==> config.mk <==
export PLATFORM = sky130hd
export DESIGN_NAME = csrss_watch
export DESIGN_NICKNAME = d
export VERILOG_FILES = /design/src/rtl/csrss_watch.sv
export SDC_FILE = /design/constraint.sdc
export NUM_CORES = 1
export LEC_CHECK = 0
export CORE_ASPECT_RATIO = 0.5
export CORE_UTILIZATION = 40
export CTS_CLUSTER_SIZE = 28
export DETAILED_ROUTE_END_ITERATION = 10
export GPL_TIMING_DRIVEN = 0
export PLACE_DENSITY = 0.82
export SYNTH_ARGS = -nofsm -noshare
export SYNTH_HDL_FRONTEND = slang
export SYNTH_SLANG_ARGS = --single-unit
==> constraint.sdc <==
create_clock -name clk -period 5.5 [get_ports clk]
set_input_delay 1.1 -clock clk [delete_from_list [all_inputs] [get_ports clk]]
set_output_delay 1.1 -clock clk [all_outputs]
set_load 0.02 [all_outputs]
Fig. 1: run 1, clock routing
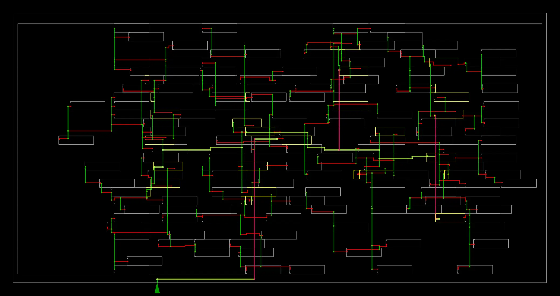
Num CTS Buffers: 17
num sequential: 128

Fig. 2: run 1, M3 wires
Scale bar: 50 µm.
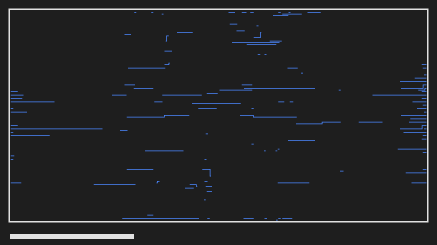
share of all routed wire: 4.6%
wire length on this layer: 671 µm
drt total wl: 14,620 µm
Vias: 3,781

Fig. 3: run 1, M1 wires
Cells faint in the background.
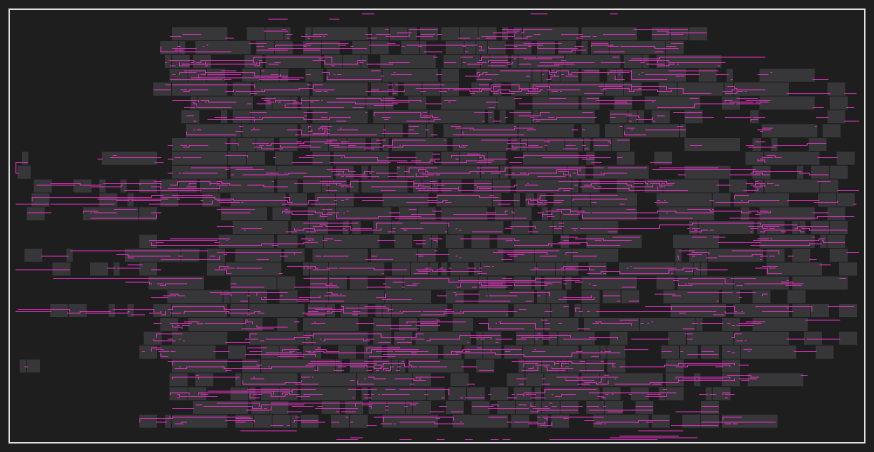
longest straight run: 29.9 µm
wire length on this layer: 5,670 µm
share of all routed wire: 39%
met1 Usage GRT: 25.14%

Fig. 4: run 1, metal 2
Scale bar: 50 µm.
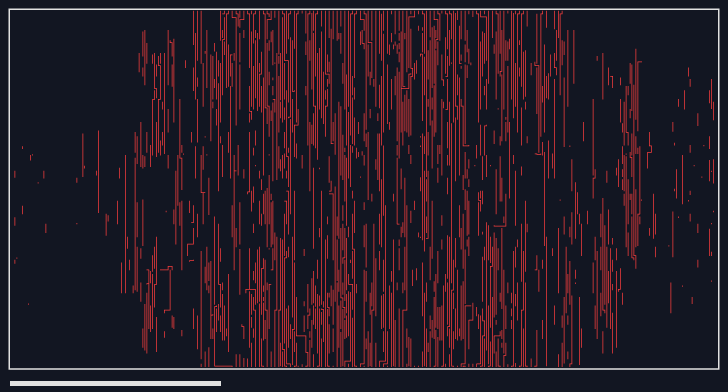
nets with wire on the layer: 590
main direction: vertical
longest straight run: 40.5 µm
wire length on this layer: 7,690 µm
share of all routed wire: 53%
routing usage on met2: 37.12%

==> flow_summary_export.csv, run 1 <==
group,metric,value,unit
placement,gp_congestion,0.8188,
synthesis,netlist_instances,362,
global_route,grt_pass1_wl,22570,µm
job,maxCapViolCount,0,
placement,place_area,7928,µm²
cts,cts_setup_buffers,0,
sta,worstMarginPinSlew,0.9114,ns
worst_hold_path,min_path_cells,3,
die,rows,29,
route,post_drt_wl_per_cell,18.80,µm
route,ant_nets,0,
layout,fin_nets,679,
synthesis,syn_avg_cell_area,15.19,µm²
layout,utilization,64.99,%
power,clock_power_share,42.4,%
placement,dpl_worst_slack,1.637,ns
power,finalPower,2.466,mW
cts,cts_resized,0,
setup_path,path_cells,"clkdlybuf4s50_1, nor4_1, nand3_1, buf_2, buf_6, o21bai_4, buf_12, buf_12",
setup_path,path_class,"in -> reg",
route,dr.pass1.iters,4,
setup_path,slowest_stage,"o21bai_4",
cts,numClockSinks,128,
route,drt_iter0_markers,304,
layout,layout_top_cells,"210 x clkdlybuf4s50_1, 128 x edfxtp_1, 98 x nor3_2",
synthesis,yosys_area,5499,µm²
sta,timing.hold.ws,1.386,ns
sta,fin_crit_sh,62.62,%
synthesis,yosysTopAreaCellShare,69.90,%
setup_path,worstPathMaxFanout,25,
layout,comb_cells,141,
global_route,grtUsageTotal,21.31,%
power,p_sw,0.5435,mW
layout,n_antenna_cell,0,
sta,grt_setup_unrepaired,"false",
sta,period_needed,3.444,ns
sta,slew_headroom,39.24,%
power,power_density,291.3,nW/µm²
synthesis,yosysSeqAreaShare,69.90,%
layout,dominant_cells,"flip-flops and latches",
die,die_height,84.91,µm
run_status,status,"completed",
die,core_area,13030,µm²
worst_hold_path,min_path_type,"in -> reg",
synthesis,yosysTopAreaCell,"edfxtp_1",
layout,area_growth,53.95,%
setup_path,crit_arrival,3.54,ns
layout,combGateArea,1230,µm²
global_route,grt_pass1_vias,3958,
layout,final_cells,778,
die,initCoreUtil,42.21,%
setup_path,crit_buf_inv,5,
die,die-area,14250,µm²
power,power.internal,1.922,mW
setup_path,worst_setup_path_end_kind,"register",
layout,clock_cell_area_share,6.355,%
power,comb_power_share,11.6,%
[run 1: routing by layer]
metal	part of all wire (%)	routed length (µm)
met4	4.1	598
met1	39	5669
met2	53	7685
met5	0	0
met3	4.6	670
[run 1: cell usage after synthesis (all sizes together)]
| library cell | instances |
|---|---|
| edfxtp | 128 |
| nand3 | 1 |
| nor4bb | 1 |
| clkbuf | 5 |
| nor4b | 1 |
| nor3 | 128 |
| nor4 | 3 |
| o21bai | 2 |
| buf | 25 |
| nor2 | 1 |
| conb | 1 |
| nand2 | 2 |
| inv | 64 |
[run 1: cells by family (layout without fill, tap and decap cells)]
family	Yosys count	count (layout)	share of synthesized area, %
buf+inv	94	339	8.214
compound gates	2	2	0.2730
flops	128	128	69.90
simple gates	137	137	21.55
other cells	1	2	0.06819
Fig. 5: run 1, signal wires on met4
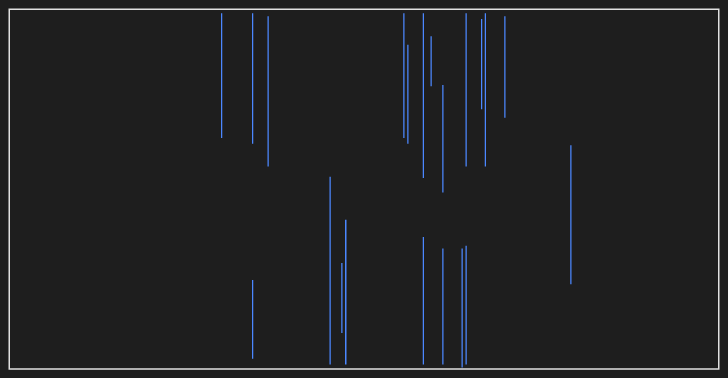

==> run 2, diff against run 1 <==
- CORE_UTILIZATION: 40 -> 44
- PLACE_DENSITY: 0.82 -> 0.85
- clock period: 5.5 -> 3.6 ns (I/O delays scaled with it)
Fig. 6: run 2, signal wires on met4
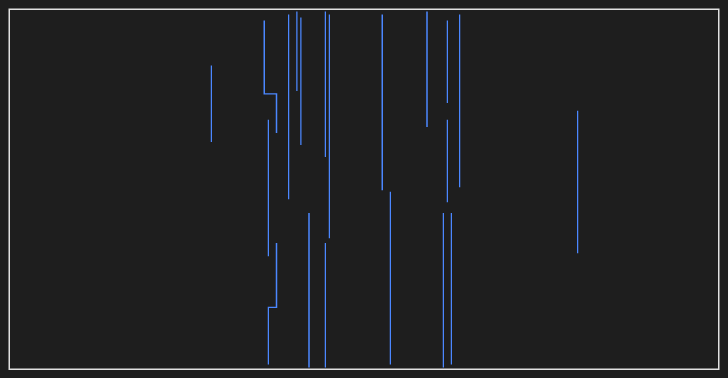
share of all routed wire: 4.2%
longest straight run: 50.3 µm
Vias: 3,797
drt total wl: 14,660 µm

==> run 2 against run 1 <==
Compared with the run above:
- critical path depth unchanged
- sequential power is 53% higher
- synthesized area stayed put
- non-clock buffer count unchanged
- first-iteration DRC count shrank 38%
- synthesized cell count stayed put
- largest power group unchanged
==> flow_summary_export.csv, run 2 <==
group,metric,value,unit
sta,timing.hold.ws,0.9984,ns
synthesis,synthTopLogicFamily,"simple AND/OR/NAND/NOR gates",
setup_path,path_class,"in -> reg",
worst_hold_path,min_path_cells,3,
route,drt_iter0_markers,189,
synthesis,yosys_area,5499,µm²
power,finalPower,3.704,mW
placement,dpl_worst_slack,0.1422,ns
layout,fin_nets,679,
route,ant_nets,0,
synthesis,synth-main-ff-cell,"edfxtp_1",
cts,numClockSinks,128,
sta,worstMarginPinSlew,0.8465,ns
setup_path,slowest_stage,"o21bai_4",
synthesis,ys_sh_adder,0,%
die,rows,28,
sta,grt_setup_unrepaired,"false",
global_route,grtUsageTotal,22.61,%
route,top_layer_used,"met4",
layout,n_antenna_cell,0,
die,initCoreUtil,45.90,%
layout,utilization,70.41,%
run_status,status,"completed",
sta,slew_headroom,43.56,%
synthesis,async_reset_ff_share,0,%
route,post_drt_wl_per_cell,18.94,µm
setup_path,worst_setup_path_end_kind,"register",
synthesis,top_cell,"edfxtp_1",
route,wl_met3,482,µm
synthesis,netlist_instances,362,
cts,cts_buffers,17,
synthesis,yosysTopAreaCell,"edfxtp_1",
die,die-area,12980,µm²
layout,final_cells,774,
global_route,grt_pass1_vias,3919,
route,wl_met2,7696,µm
placement,gp_congestion,0.7675,
setup_path,path_cells,"clkdlybuf4s50_1, nor4_1, nand3_1, buf_2, buf_6, o21bai_4, buf_16, buf_12",
layout,area_growth,53.40,%
power,power_density,439.1,nW/µm²
setup_path,crit_buf_inv,5,
route,dr.pass1.iters,6,
setup_path,crit_arrival,3.13,ns
Fig. 7: run 2, metal 2
Scale bar: 50 µm.
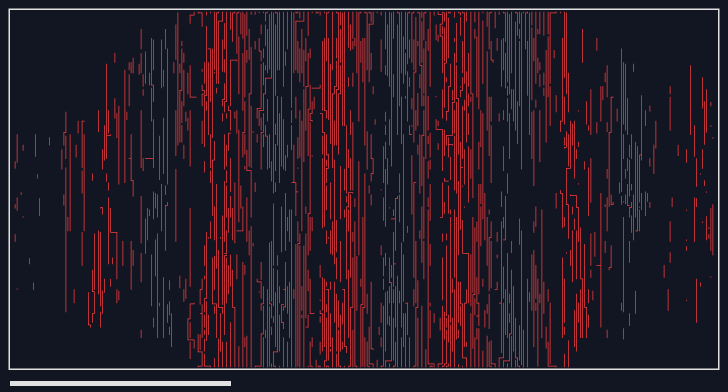
nets with wire on the layer: 599
longest straight run: 40.8 µm
main direction: vertical
routing usage on met2: 40.91%

[run 2: where the power goes]
part           leakage, nW  total (mW)  switching [mW]  internal [mW]
sequential            1.21        1.73          0.0224           1.71
combinational         1.36       0.438           0.218          0.220
clock                0.255        1.53           0.601          0.932
total                 2.83        3.70           0.842           2.86
[run 2: final cells by class]
cell class / instances / area, µm² / area share (%)
Buffer: 30 / 211.5 / 2.507
Inverter: 64 / 240.2 / 2.848
Clock buffer: 22 / 444.2 / 5.266
Sequential cell: 128 / 3844 / 45.57
Multi-Input combinational cell: 141 / 1230 / 14.58
Timing Repair Buffer: 214 / 2190 / 25.96
Tap cell: 165 / 206.4 / 2.447
Clock inverter: 10 / 70.07 / 0.8306
Power is estimated from default activity; no workload was simulated.
